===== src/rtl/param_adder.sv =====
`default_nettype none
// ============================================================================
//  Module      : param_adder
//  Description : Width-configurable unsigned adder with one-cycle registered
//                result, carry-out flag and optional clamp-to-all-ones
//                saturation on overflow.
//  Revision    : 1.0  initial release
// ============================================================================
module param_adder #(
    parameter int unsigned SIZE     = 4,
    parameter int unsigned SATURATE = 0
) (
    input  logic            clk,
    input  logic            rst,
    input  logic            in_valid,
    input  logic [SIZE-1:0] a,
    input  logic [SIZE-1:0] b,
    output logic [SIZE-1:0] sum,
    output logic            carry,
    output logic            out_valid
);

    localparam logic [SIZE-1:0] c_all_ones = '1;

    // Full-width sum: bit SIZE is the carry-out of the unsigned addition.
    logic [SIZE:0]   w_full;
    // Value that lands in the sum register for a valid operand pair.
    logic [SIZE-1:0] w_result;

    logic [SIZE-1:0] sum_d;
    logic [SIZE-1:0] sum_q;
    logic            carry_d;
    logic            carry_q;
    logic            out_valid_d;
    logic            out_valid_q;

    // Zero-extend both operands so the carry falls out as the top bit.
    assign w_full = {1'b0, a} + {1'b0, b};

    // Select between wrapping and clamping behaviour at elaboration time.
    generate
        if (SATURATE != 0) begin : g_sat
            assign w_result = w_full[SIZE] ? c_all_ones : w_full[SIZE-1:0];
        end else begin : g_wrap
            assign w_result = w_full[SIZE-1:0];
        end
    endgenerate

    // Next-state: load on valid input, otherwise hold the result and drop valid.
    // Operands are only looked at under in_valid, so X operands on idle
    // cycles never reach the registers.
    always_comb begin
        sum_d       = sum_q;
        carry_d     = carry_q;
        out_valid_d = 1'b0;
        if (in_valid) begin
            sum_d       = w_result;
            carry_d     = w_full[SIZE];
            out_valid_d = 1'b1;
        end
    end

    // Result registers, cleared immediately by reset without waiting for clk.
    always_ff @(posedge clk or posedge rst) begin
        if (rst) begin
            sum_q       <= '0;
            carry_q     <= 1'b0;
            out_valid_q <= 1'b0;
        end else begin
            sum_q       <= sum_d;
            carry_q     <= carry_d;
            out_valid_q <= out_valid_d;
        end
    end

    assign sum       = sum_q;
    assign carry     = carry_q;
    assign out_valid = out_valid_q;

endmodule
`default_nettype wire


===== config.mk =====
export PLATFORM = sky130hd
export DESIGN_NAME = param_adder
export DESIGN_NICKNAME = d
export VERILOG_FILES = /design/src/rtl/param_adder.sv
export SDC_FILE = /design/constraint.sdc
export NUM_CORES = 1
export LEC_CHECK = 0
export ABC_AREA = 1
export CAP_MARGIN = 5
export CELL_PAD_IN_SITES_DETAIL_PLACEMENT = 1
export CELL_PAD_IN_SITES_GLOBAL_PLACEMENT = 2
export CORE_MARGIN = 3
export CORE_UTILIZATION = 20
export CTS_CLUSTER_SIZE = 14
export DETAILED_ROUTE_END_ITERATION = 8
export GPL_TIMING_DRIVEN = 0
export PLACE_DENSITY = 0.84
export RECOVER_POWER = 100
export SLEW_MARGIN = 10
export SYNTH_ARGS = -nofsm -noshare
export SYNTH_HDL_FRONTEND = slang
export SYNTH_SLANG_ARGS = --single-unit

===== constraint.sdc =====
create_clock -name clk -period 0.8 [get_ports clk]
set_input_delay 0.12 -clock clk [delete_from_list [all_inputs] [get_ports clk]]
set_output_delay 0.12 -clock clk [all_outputs]
set_load 0.05 [all_outputs]

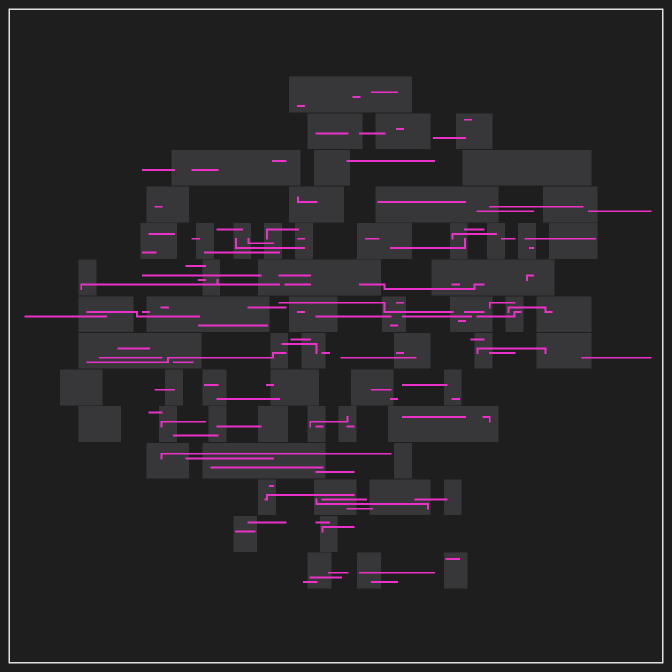
Figure 1: run 1, signal wires on met1.
wire length on this layer: 349 um
main direction: horizontal
share of all routed wire: 38%
nets with wire on the layer: 68
longest straight run: 17.0 um

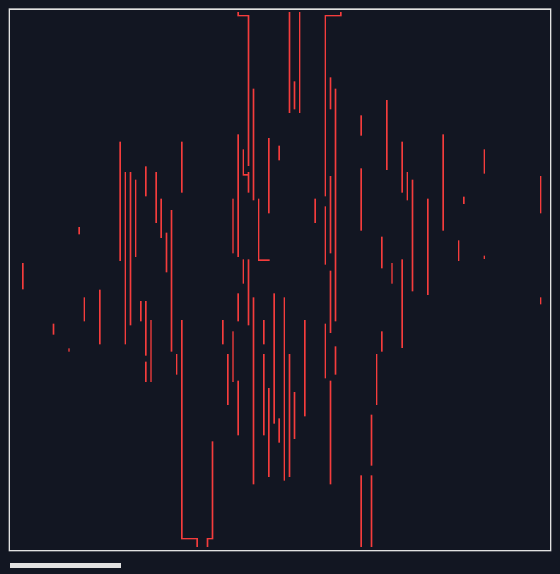
Figure 2: run 1, the metal 2 layer.
The bar under the picture is 10 um long.
nets with wire on the layer: 72
longest straight run: 20.7 um
share of all routed wire: 54%
main direction: vertical
drt total wl: 905 um
GRT met2 Usage: 0.140
via count of the routed design: 356

==> deck_impl_summary.md, run 1 <==
Synthesis and Place & Route Summary

Global routing
  – Largest net degree at the start of global routing: 8
  – Met1 Use GR: 0.0873

Critical path
  – Critical path class: register to output pin
  – CP endpoint kind: output pin
  – Crit start category: register

Cells and area
  – Most frequent cells in the layout: nand2_1 (10), buf_6 (8), inv_2 (5), dfrtp_1 (4), buf_2 (4)
  – Sequential cell area: 153 um^2
  – Multi-input comb cells: 29
  – Ant. Diodes: 0
  – Most instantiated logic cell after routing: nand2_1
  – Non-clock inverter count: 8
  – Fraction of area in registers: 0.243

Synth
  – Cells after Synth: roughly 43
  – Synth logic family: simple AND/OR/NAND/NOR gates
  – Seq/Total Area, Yosys: 0.417
  – Leading area contributor after synthesis: dfrtp_1
  – Synth top cell by count: nand2_1
  – EDFF count, synth: 0
  – Yosys Chip Area: 360 um^2
  – Commonest flop: dfrtp_1
  – Async S/R FF share, synth: 1.00
  – Xor and xnor area share after synthesis: 0.0243
  – FA/HA/MAJ Cells, Area Fraction: 0.194

Route
  – Via density: 4.09
  – WL met3: 63 um
  – First-iteration detailed-routing DRC count: 4

Timing
  – Final setup viols: 9
  – Worst slew pin tran: 237 ps
  – Min Tclk post-route: 912 ps
  – Final Max-Slew Violation Tally: 0
  – Final Hold Fails: 0
  – Setup ws final: -112 ps
  – Rel. slew slack: 0.842

Worst hold path
  – Hold crit path type: input port to register
  – Worst Hold End: out_valid

Die
  – Die ar.: approximately 0.0023 mm^2
  – Die Height: 48.4 um
  – Core area: 0.00159 mm^2

Clock network
  – Clock Sinks: 6
  – CTS Buf Count: 3
  – # H-tree levels: 1
  – CTS Root Cell: clkbuf_4

Status
  – Violated checks: negative setup slack
  – Status: finished, violations left

Job
  – Tool warning count: 29

Placement
  – Post-DP Area: 581 um^2
  – Pre-CTS setup slack: -786 ps

Pwr
  – Power density of the placed cells: 1760 mW/mm^2
  – P_clk: roughly 270 uW
  – Seq pwr share: 0.338
  – Leak pwr: between 0.0002 and 0.0003 uW
  – Combinational Power: 462 uW
  – Clock power frac: 0.244
  – Final Power: ~1100 uW
  – P_int: 704 uW
  – Flop+latch power: 374 uW
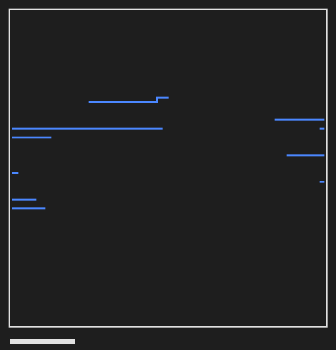
Figure 3: run 1, met3 routing.
The bar under the picture is 10 um long.
longest straight run: 22.8 um
wire length on this layer: 63.8 um
nets with wire on the layer: 10
main direction: horizontal
share of all routed wire: 7.0%
grt met3 use: 0.0583

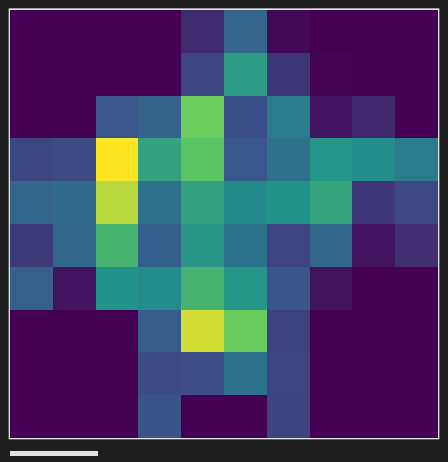
Figure 4: run 1, signal metal coverage by tile.
The bar under the picture is 10 um long. The die is cut into 10 by 10 equal tiles; dark purple is low, yellow is high, scaled to the fullest tile. Values are wire area over tile area, all layers added.
tiles over half the peak: 17%
emptiest ninth of the die: bottom right
fullest tile: 0.27
mean over tiles: 0.061
nearly empty tiles: 39%
Total Routing Usage GR: 0.0856
wire per inst: 10.4 um

==> run 2: changes to the inputs <==
--- a/config.mk
+++ b/config.mk
@@ -14,7 +14,7 @@
 export CTS_CLUSTER_SIZE = 14
 export DETAILED_ROUTE_END_ITERATION = 8
 export GPL_TIMING_DRIVEN = 0
-export PLACE_DENSITY = 0.84
+export PLACE_DENSITY_LB_ADDON = 0.1
 export RECOVER_POWER = 100
 export SLEW_MARGIN = 10
 export SYNTH_ARGS = -nofsm -noshare
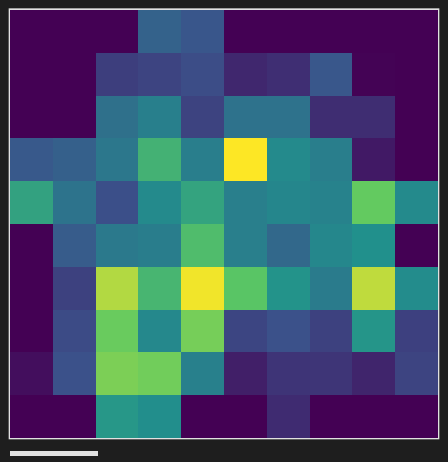
Figure 5: run 2, signal metal coverage by tile.
The bar under the picture is 10 um long. The die is cut into 10 by 10 equal tiles; dark purple is low, yellow is high, scaled to the fullest tile. Values are wire area over tile area, all layers added.
via count of the routed design: 355
drt total wl: 909 um
wire per inst: 10.3 um
Total Routing Usage GR: 0.0890

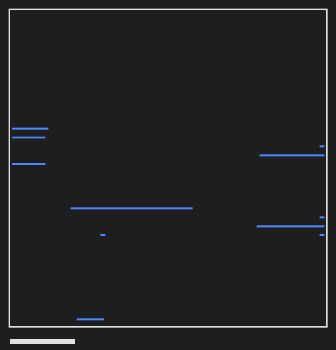
Figure 6: run 2, met3 routing.
The bar under the picture is 10 um long.
main direction: horizontal
nets with wire on the layer: 10

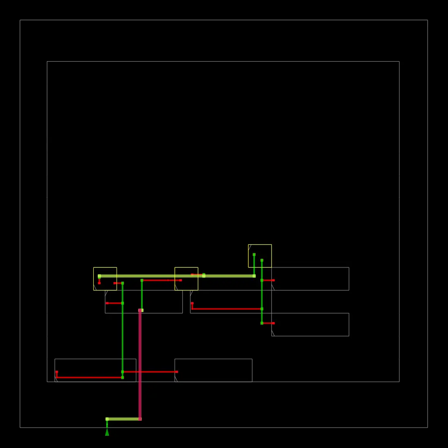
Figure 7: run 2, the clock network.
Clock Sinks: 6
CTS Buf Count: 3
clkbuf count: 3

==> run 2 against run 1 <==
Against the previous run:
- the flow still finishes with violations (negative setup slack)
- die area stayed put
- sequential cell count stayed put
- setup slack worse by 2.2 ps
- clock power is 3% higher
- design area is 0.40% higher
- fmax is 0.24% lower
==> deck_impl_summary.md, run 2 <==
Synthesis and Place & Route Summary

Status
  – Status: finished, violations left
  – Violated checks: negative setup slack

Synth
  – Leading area contributor after synthesis: dfrtp_1
  – Xor and xnor area share after synthesis: 0.0243 (unchanged)
  – Cells after Synth: 43 (unchanged)
  – Seq/Total Area, Yosys: 0.417 (unchanged)
  – EDFF count, synth: 0 (unchanged)
  – Commonest flop: dfrtp_1
  – Synth logic family: simple AND/OR/NAND/NOR gates
  – FA/HA/MAJ Cells, Area Fraction: 0.194 (unchanged)
  – Async S/R FF share, synth: 1.00 (unchanged)

Global routing
  – GRT met2 Usage: 0.135 (-0.00459)
  – Largest net degree at the start of global routing: 8 (unchanged)
  – Met1 Use GR: 0.110 (+0.0232)

Cells and area
  – Ant. Diodes: 0 (unchanged)
  – Multi-input comb cells: 29 (unchanged)
  – Sequential cell area: 153 um^2 (unchanged)

Worst hold path
  – Worst Hold End: sum[0]
  – Hold crit path type: input port to register

Timing
  – Setup ws final: -115 ps (-2.23 ps)
  – Min Tclk post-route: 915 ps (+2.23 ps)
  – Final setup viols: 8 (-1)
  – Final Max-Slew Violation Tally: 0 (unchanged)
  – Final Hold Fails: 0 (unchanged)

Pwr
  – Leak pwr: 0.000302 uW (+1.5%)
  – Seq pwr share: 0.337 (about the same)
  – Flop+latch power: 374 uW (about the same)
  – Clock power frac: 0.250 (+0.006)
  – P_int: 708 uW (+0.57%)

Die
  – Die Height: 48.4 um (unchanged)
  – Die ar.: 0.00235 mm^2 (unchanged)
  – Core area: 0.00159 mm^2 (unchanged)

Route
  – Via density: 4.03 (-1.4%)
  – WL met3: 58 um (-7.9%)

Critical path
  – Crit start category: register
  – CP endpoint kind: output pin

Placement
  – Post-DP Area: 581 um^2 (unchanged)

Clock network
  – CTS Root Cell: clkbuf_4
No activity file was given, so power comes from the tool's default toggle rates.
